Fig. 1: run 1, placed cells, one colour a class
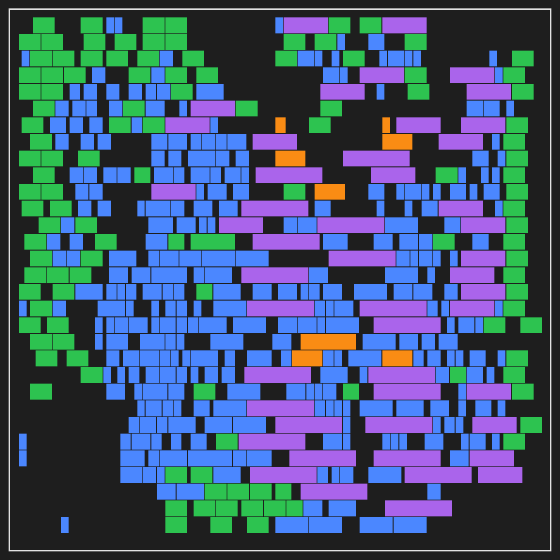
Fig. 2: run 1, drive-strength map
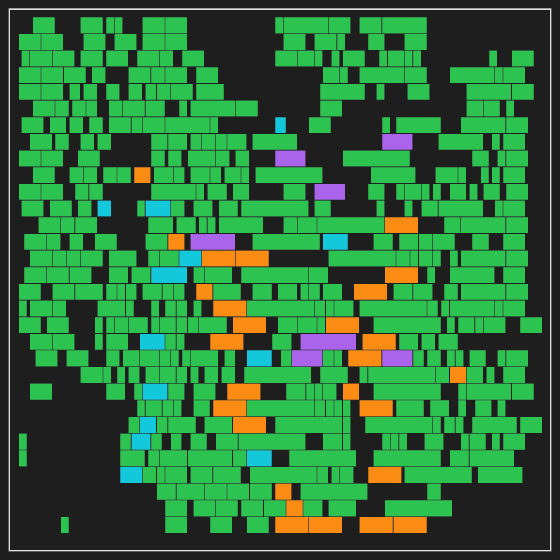
Fig. 3: run 1, routing congestion map
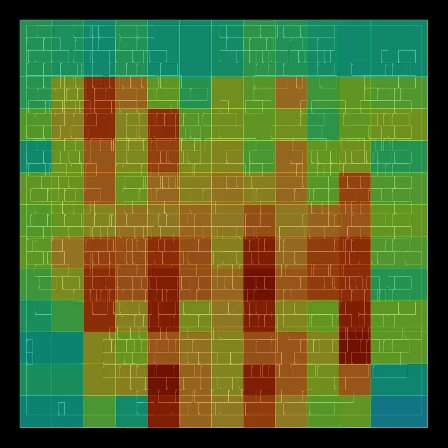
[src/rtl/imem_loader_if.sv]
// Handshake and status bundle between a byte source/controller and imem_loader.
// AW must match the loader's memory address width.
interface imem_loader_if #(
  parameter int AW = 11
);
  logic          start;
  logic [63:0]   base_addr;
  logic [AW:0]   len;
  logic          in_valid;
  logic [7:0]    in_byte;
  logic          in_ready;
  logic          wr_en;
  logic [AW-1:0] wr_addr;
  logic [7:0]    wr_data;
  logic          busy;
  logic          done;
  logic          load_error;
  logic [7:0]    csum;

  modport master (
    output start, base_addr, len, in_valid, in_byte,
    input  in_ready, wr_en, wr_addr, wr_data, busy, done, load_error, csum
  );

  modport slave (
    input  start, base_addr, len, in_valid, in_byte,
    output in_ready, wr_en, wr_addr, wr_data, busy, done, load_error, csum
  );
endinterface

[src/rtl/imem_loader.sv]
// Streams a byte source into instruction memory with range checking and status.
// Optional XOR checksum of loaded bytes enabled by defining IMEM_LOADER_CHECKSUM_EN.
module imem_loader #(
  parameter int DEPTH = 2048,
  parameter int AW    = 11
) (
  input logic          clk,
  input logic          rst_n,
  imem_loader_if.slave bus
);

  typedef enum logic [1:0] {IDLE, LOAD, DONE, ERR} state_t;

  state_t        state;
  logic [AW-1:0] addr_p0;
  logic [AW:0]   remaining_p0;
  logic          in_ready_q;
  logic          busy_q;
  logic          done_q;
  logic          err_q;
  logic          vld_p1;
  logic [AW-1:0] wr_addr_p1;
  logic [7:0]    wr_data_p1;

  logic          accept;
  logic          start_ok;
  logic          base_oob;
  logic          range_oob;
  logic [64:0]   end_addr;

  assign accept    = bus.in_valid && in_ready_q;
  assign start_ok  = bus.start && ((state == IDLE) || (state == ERR));
  assign base_oob  = bus.base_addr > 64'(DEPTH - 1);
  assign end_addr  = {1'b0, bus.base_addr} + 65'(bus.len);
  assign range_oob = end_addr > 65'(DEPTH);

  always_ff @(posedge clk) begin
    if (!rst_n) begin
      state      <= IDLE;
      in_ready_q <= 1'b0;
      busy_q     <= 1'b0;
      done_q     <= 1'b0;
      err_q      <= 1'b0;
      vld_p1     <= 1'b0;
      wr_addr_p1 <= '0;
      wr_data_p1 <= '0;
    end else begin
      vld_p1 <= 1'b0;
      done_q <= 1'b0;
      // p0 -> p1: accepted byte becomes a registered memory write
      if (accept) begin
        vld_p1       <= 1'b1;
        wr_addr_p1   <= addr_p0;
        wr_data_p1   <= bus.in_byte;
        addr_p0      <= addr_p0 + AW'(1);
        remaining_p0 <= remaining_p0 - (AW+1)'(1);
      end
      unique case (state)
        IDLE, ERR: begin
          if (bus.start) begin
            err_q <= 1'b0;
            if (base_oob) begin
              state <= ERR;
              err_q <= 1'b1;
            end else if (bus.len == '0) begin
              state  <= DONE;
              done_q <= 1'b1;
            end else if (range_oob) begin
              state <= ERR;
              err_q <= 1'b1;
            end else begin
              state        <= LOAD;
              in_ready_q   <= 1'b1;
              busy_q       <= 1'b1;
              addr_p0      <= bus.base_addr[AW-1:0];
              remaining_p0 <= bus.len;
            end
          end
        end
        LOAD: begin
          if (accept && (remaining_p0 == (AW+1)'(1))) begin
            state      <= DONE;
            done_q     <= 1'b1;
            in_ready_q <= 1'b0;
            busy_q     <= 1'b0;
          end
        end
        DONE:    state <= IDLE;
        default: state <= IDLE;
      endcase
    end
  end

  assign bus.in_ready   = in_ready_q;
  assign bus.busy       = busy_q;
  assign bus.done       = done_q;
  assign bus.load_error = err_q;
  assign bus.wr_en      = vld_p1;
  assign bus.wr_addr    = wr_addr_p1;
  assign bus.wr_data    = wr_data_p1;

`ifdef IMEM_LOADER_CHECKSUM_EN
  logic [7:0] csum_q;

  // Cleared by any start evaluated in IDLE/ERR, so a rejected load reads back 0.
  always_ff @(posedge clk) begin
    if (!rst_n) begin
      csum_q <= 8'h00;
    end else if (start_ok) begin
      csum_q <= 8'h00;
    end else if (accept) begin
      csum_q <= csum_q ^ bus.in_byte;
    end
  end

  assign bus.csum = csum_q;
`else
  assign bus.csum = 8'h00;
`endif

endmodule

[src/flat_wrapper.sv]
// flat-port wrapper written by rule: the top's interface ports become plain ports
module imem_loader_flat 
#(
  parameter int DEPTH = 2048,
  parameter int AW    = 11
)
  (clk, rst_n, bus_start, bus_base_addr, bus_len, bus_in_valid, bus_in_byte, bus_in_ready, bus_wr_en, bus_wr_addr, bus_wr_data, bus_busy, bus_done, bus_load_error, bus_csum);
  imem_loader_if #(.AW(AW)) bus_i ();
  input logic clk;
  input logic rst_n;
  input wire logic [$bits(bus_i.start)-1:0] bus_start;
  input wire logic [$bits(bus_i.base_addr)-1:0] bus_base_addr;
  input wire logic [$bits(bus_i.len)-1:0] bus_len;
  input wire logic [$bits(bus_i.in_valid)-1:0] bus_in_valid;
  input wire logic [$bits(bus_i.in_byte)-1:0] bus_in_byte;
  output wire logic [$bits(bus_i.in_ready)-1:0] bus_in_ready;
  output wire logic [$bits(bus_i.wr_en)-1:0] bus_wr_en;
  output wire logic [$bits(bus_i.wr_addr)-1:0] bus_wr_addr;
  output wire logic [$bits(bus_i.wr_data)-1:0] bus_wr_data;
  output wire logic [$bits(bus_i.busy)-1:0] bus_busy;
  output wire logic [$bits(bus_i.done)-1:0] bus_done;
  output wire logic [$bits(bus_i.load_error)-1:0] bus_load_error;
  output wire logic [$bits(bus_i.csum)-1:0] bus_csum;
  assign bus_i.start = bus_start;
  assign bus_i.base_addr = bus_base_addr;
  assign bus_i.len = bus_len;
  assign bus_i.in_valid = bus_in_valid;
  assign bus_i.in_byte = bus_in_byte;
  assign bus_in_ready = bus_i.in_ready;
  assign bus_wr_en = bus_i.wr_en;
  assign bus_wr_addr = bus_i.wr_addr;
  assign bus_wr_data = bus_i.wr_data;
  assign bus_busy = bus_i.busy;
  assign bus_done = bus_i.done;
  assign bus_load_error = bus_i.load_error;
  assign bus_csum = bus_i.csum;
  imem_loader #(.DEPTH(DEPTH), .AW(AW)) u_core (.clk(clk), .rst_n(rst_n), .bus(bus_i));
endmodule
[config.mk]
export PLATFORM = sky130hd
export DESIGN_NAME = imem_loader_flat
export DESIGN_NICKNAME = d
export VERILOG_FILES = /design/src/rtl/imem_loader_if.sv /design/src/rtl/imem_loader.sv /design/src/flat_wrapper.sv
export SDC_FILE = /design/constraint.sdc
export NUM_CORES = 1
export LEC_CHECK = 0
export CAP_MARGIN = 20
export CORE_UTILIZATION = 46
export DETAILED_ROUTE_END_ITERATION = 10
export GPL_ROUTABILITY_DRIVEN = 0
export HOLD_SLACK_MARGIN = 0.12
export PLACE_DENSITY = 0.92
export SLEW_MARGIN = 20
export SYNTH_ARGS = -nofsm -noshare
export SYNTH_HDL_FRONTEND = slang
export SYNTH_SLANG_ARGS = --single-unit
[constraint.sdc]
create_clock -name clk -period 4.6 [get_ports clk]
set_input_delay 1.38 -clock clk [delete_from_list [all_inputs] [get_ports clk]]
set_output_delay 1.38 -clock clk [all_outputs]
set_load 0.05 [all_outputs]
==> flow_summary.yaml, run 1 <==
# synthesis and place-and-route metrics
synth:
  ys_sh_xor: 0.05897
  simple_gate_area_frac: 0.2286
  synth_dominant_cell_count: "nand2_1"
  yosys.stat.seqShare: 0.3487
  yosysCellCount: 365
  aoi_share: 0.1407
  yosys_area_um2: 3416
  yosys_warnings: 0
  yosys.area.top_type: "edfxtp_1"
  topCellsByArea: "edfxtp_1 (20%), dfxtp_1 (15%), mux2_4 (8.8%), nand2_1 (6.8%), ha_1 (6.2%)"
  synth-async-reset-ratio: 0
  top_area_frac: 0.2022
  common_cells: "nand2_1 (62), dfxtp_1 (25), edfxtp_1 (23)"
  mappedNetlistArea_um2: 3416
clock_network:
  root_buffer: "clkbuf_8"
  cts_buffers: 5
  clk_pin_slew_worst_paths_ns: 0.08
  cts_setup_buffers: 0
  clock_path_buffers: 2
  clock-sinks: 48
routing:
  dr_total_vias: 3321
  antenna_left: 0
  drt-vias-per-instance: 5.736
  dr_wl_met3_um: 500
  wirelength_met1_um: 3764
grt:
  grt_pass1_vias: 3381
  antenna_found_initial: 0
  grt.overflow.total: 0
  grt_max_degree: 49
  grt_pass1_wl_um: 15220
  busiest_layer: "met2"
power:
  powerComb_mw: 0.612
  seqPwrFrac: 0.390
  power_density_nw_per_um2: 309.0
  ir_worst_vdd_v: 0.0001371
  power.switching_mw: 0.5383
worst_setup_path:
  cp-start-kind: "input pin"
  cp-endpoint: "u_core.addr_p0[9]$_DFFE_PP_"
  worstPathRequired_ns: 4.65
  path_class: "in -> reg"
  crit_family: "AND-OR/OR-AND gates"
  arrival_ns: 4.39
  worstSetupEndpointType: "register"
  worst-path-stages: 12
  rr_endpoint: "u_core.bus.busy$_SDFFE_PN0P_"
  reg2regPathDepth: 6
layout:
  inverters: 10
  flop-count: 48
  largest_reg_flops: 12
  fillCellCount: 592
  final_cell_mix: "clkdlybuf4s50_1 (111), nand2_1 (62), dfxtp_1 (25)"
  antenna_cells: 0
  nets: 585
  comb-cell-share: 0.4422
  top_register: "u_core.remaining_p0"
  clock_buffers: 7
  lay_top_count: "clkdlybuf4s50_1"
timing:
  slew_headroom: 0.6221
  setup_violations: 0
  rsz0062_at_grt: "no"
  fmax_mhz: 230.6
  final_hold_viol_count: 0
  fin_setup_tns_ns: 0
die:
  taps: 99
  die_w_um: 88.17
  io_pins: 120
run_status:
  outcome: "finished clean"
placed_design:
  place_inst: 571
  portBuffers: 111
flow_run:
  warning_count: 28
## Picture notes: Fig. 1
Key: remaining buffers and delay cells = green [cells 119, share of their area 26%]; registers = purple [cells 48, share of their area 26%]; remaining logic cells = blue [cells 305, share of their area 46%]; clock drivers and dummy loads = orange [cells 8, share of their area 2.2%]
fin util: 0.6557
final instance area: 4731 um2
Seq area share: 0.2518
core area: 7214 um2
site row count: 31

## Picture notes: Fig. 2
Key: x3 and x4 = orange [cells 27, share 5.6%, most used mux2_4]; x6 and larger = purple [cells 7, share 1.5%, most used clkbuf_8]; x1 and smaller = green [cells 433, share 90%, most used clkdlybuf4s50_1]; x2 = cyan [cells 13, share 2.7%, most used mux2_2]
non-clock buffer count: 119
final worst slack: 0.2630 ns
Area growth, synth to finish: 38.50%

## Picture notes: Fig. 3
met1 GRT Util: 0.2850
GR Util met2: 0.4923
GRT Overall Usage: 0.2514

## Run 2: what changed since run 1
Settings changed: PLACE_DENSITY 0.92 to 0.81, SKIP_CTS_REPAIR_TIMING set to 1.
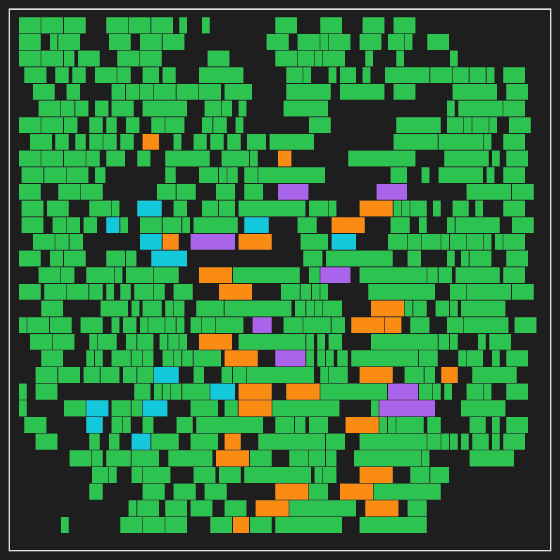
Fig. 4. Drive-strength map (run 2).
Key: x6 and larger = purple [cells 8, share 1.7%, most used clkbuf_8]; x2 = cyan [cells 12, share 2.5%, most used mux2_2]; x1 and smaller = green [cells 432, share 90%, most used clkdlybuf4s50_1]; x3 and x4 = orange [cells 27, share 5.6%, most used mux2_4]
final worst slack: 0.2717 ns
Area growth, synth to finish: 38.46%
final instance area: 4730 um2

==> run 2 against run 1 <==
Net effect:
- flip-flop count stayed put
- sequential power barely moved
- count of clock-buffer cells in the layout shrank 1
- critical path depth unchanged
- non-clock buffer count shrank 1
- critical endpoint is now u_core.addr_p0[3]$_DFFE_PP_
==> flow_summary.yaml, run 2 <==
# synthesis and place-and-route metrics
routing:
  dr_wl_met3_um: 468
  dr_total_vias: 3231
  antenna_left: 0
  drt-vias-per-instance: 5.590
synth:
  yosysCellCount: 365
  yosys.stat.seqShare: 0.3487
  aoi_share: 0.1407
  top_area_frac: 0.2022
  simple_gate_area_frac: 0.2286
  yosys_warnings: 0
  synth_dominant_cell_count: "nand2_1"
grt:
  grt_max_degree: 49
  grt_pass1_vias: 3008
  grt.overflow.total: 0
  grtUsageMet1: 0.2680
  use_met2: 0.4308
  busiest_layer: "met2"
  antenna_found_initial: 0
worst_setup_path:
  worstSetupEndpointType: "register"
  worst-path-stages: 12
  reg2regPathDepth: 6
  worstPathRequired_ns: 4.66
  cp-endpoint: "u_core.addr_p0[3]$_DFFE_PP_"
  rr_endpoint: "u_core.bus.busy$_SDFFE_PN0P_"
  arrival_ns: 4.39
  path_class: "in -> reg"
power:
  seqPwrFrac: 0.389
  ir_worst_vdd_v: 0.0001494
die:
  io_pins: 120
  taps: 99
  num_rows: 31
  die_w_um: 88.17
layout:
  seqAreaFraction: 0.2519
  lay_top_count: "clkdlybuf4s50_1"
  nets: 584
  antenna_cells: 0
  flop-count: 48
  largest_reg_flops: 12
  n_all_buffers: 118
  inverters: 10
  comb-cell-share: 0.4423
  clock_buffers: 6
run_status:
  outcome: "finished clean"
timing:
  rsz0062_at_grt: "no"
  fmax_mhz: 231.0
  slew_headroom: 0.6163
  final_hold_viol_count: 0
clock_network:
  clock_path_buffers: 2
  root_buffer: "clkbuf_8"
placed_design:
  place_inst: 570
  portBuffers: 111
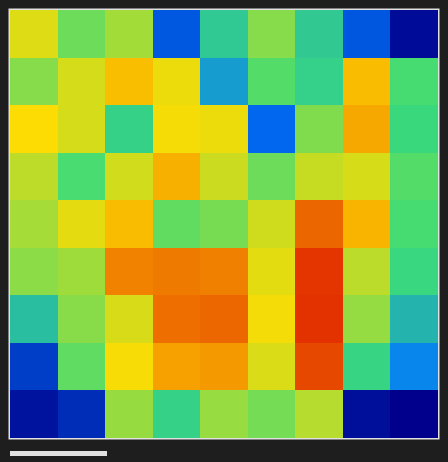
Fig. 5. Cell area per tile (run 2).
Bar = 20 um. The die is cut into 9 by 9 equal tiles; dark blue is low, red is high, 0 to 100% covered.
1.2% of the tiles are nearly empty. 21% of the tiles are over 75% full. The fullest tile reaches 95%. The mean over all tiles is 59%.
Pre-Place Util: 0.4735
fin util: 0.6556

## Run 3: what changed since run 2
Settings changed: CTS_CLUSTER_DIAMETER set to 30.
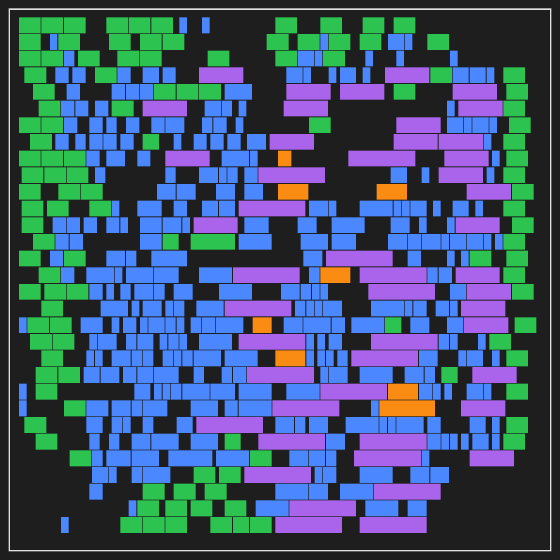
Fig. 6. Placed cells, one colour a class (run 3).
Key: remaining logic cells = blue [cells 305, share of their area 46%]; remaining buffers and delay cells = green [cells 118, share of their area 26%]; clock drivers and dummy loads = orange [cells 8, share of their area 2.4%]; registers = purple [cells 48, share of their area 26%]
Seq area share: 0.2519

==> run 3 against run 2 <==
Net effect:
- sequential share of layout area did not move
- sequential power barely moved
- clock power barely moved
- utilization did not move
- final cell count did not move
- routed wire length did not move
- setup slack did not move
- non-clock buffer count did not move
- area after synthesis did not move
- clock skew did not move
- largest power group unchanged
- via count did not move
==> flow_summary.yaml, run 3 <==
# synthesis and place-and-route metrics
layout:
  comb-cell-share: 0.4423
  antenna_cells: 0
  nets: 584
  design_area_um2: 4730
  lay_top_count: "clkdlybuf4s50_1"
  flop-count: 48
  final_cell_mix: "clkdlybuf4s50_1 (111), nand2_1 (62), dfxtp_1 (25)"
  largest_reg_flops: 12
power:
  power_density_nw_per_um2: 308.9
  power.switching_mw: 0.5355
  seqPwrFrac: 0.389
  ir_worst_vdd_v: 0.0001494
clock_network:
  root_buffer: "clkbuf_8"
  clock-sinks: 48
  clock_path_buffers: 2
timing:
  fin_setup_tns_ns: 0
  slew_headroom: 0.6163
  final_hold_viol_count: 0
  fmax_mhz: 231.0
synth:
  mappedNetlistArea_um2: 3416
  aoi_share: 0.1407
  yosysCellCount: 365
  yosys_warnings: 0
  top_area_frac: 0.2022
  yosys.stat.seqShare: 0.3487
  simple_gate_area_frac: 0.2286
flow_run:
  warning_count: 28
die:
  taps: 99
  num_rows: 31
  coreArea_um2: 7214
  die_w_um: 88.17
grt:
  antenna_found_initial: 0
  grt_max_degree: 49
  busiest_layer: "met2"
run_status:
  outcome: "finished clean"
placed_design:
  place_inst: 570
  portBuffers: 111
worst_setup_path:
  worstPathRequired_ns: 4.66
  cp-start-kind: "input pin"
routing:
  wirelength_met1_um: 3574
  dr_total_vias: 3231
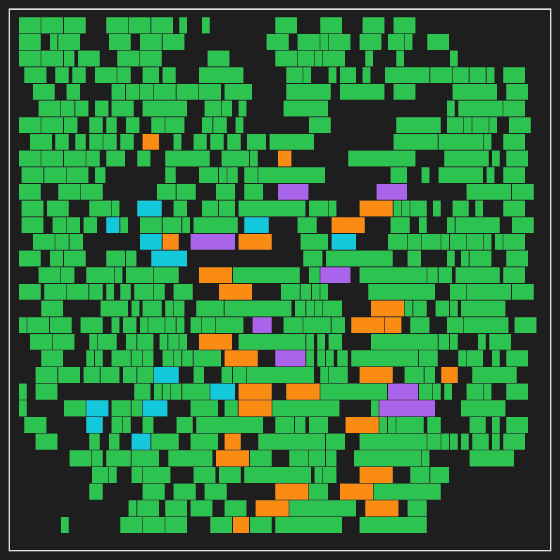
Fig. 7. Drive-strength map (run 3).
Key: x3 and x4 = orange [cells 27, share 5.6%, most used mux2_4]; x6 and larger = purple [cells 8, share 1.7%, most used clkbuf_8]; x2 = cyan [cells 12, share 2.5%, most used mux2_2]; x1 and smaller = green [cells 432, share 90%, most used clkdlybuf4s50_1]
non-clock buffer count: 118

Power figures rest on the tool's default switching activity, not on a simulated workload.
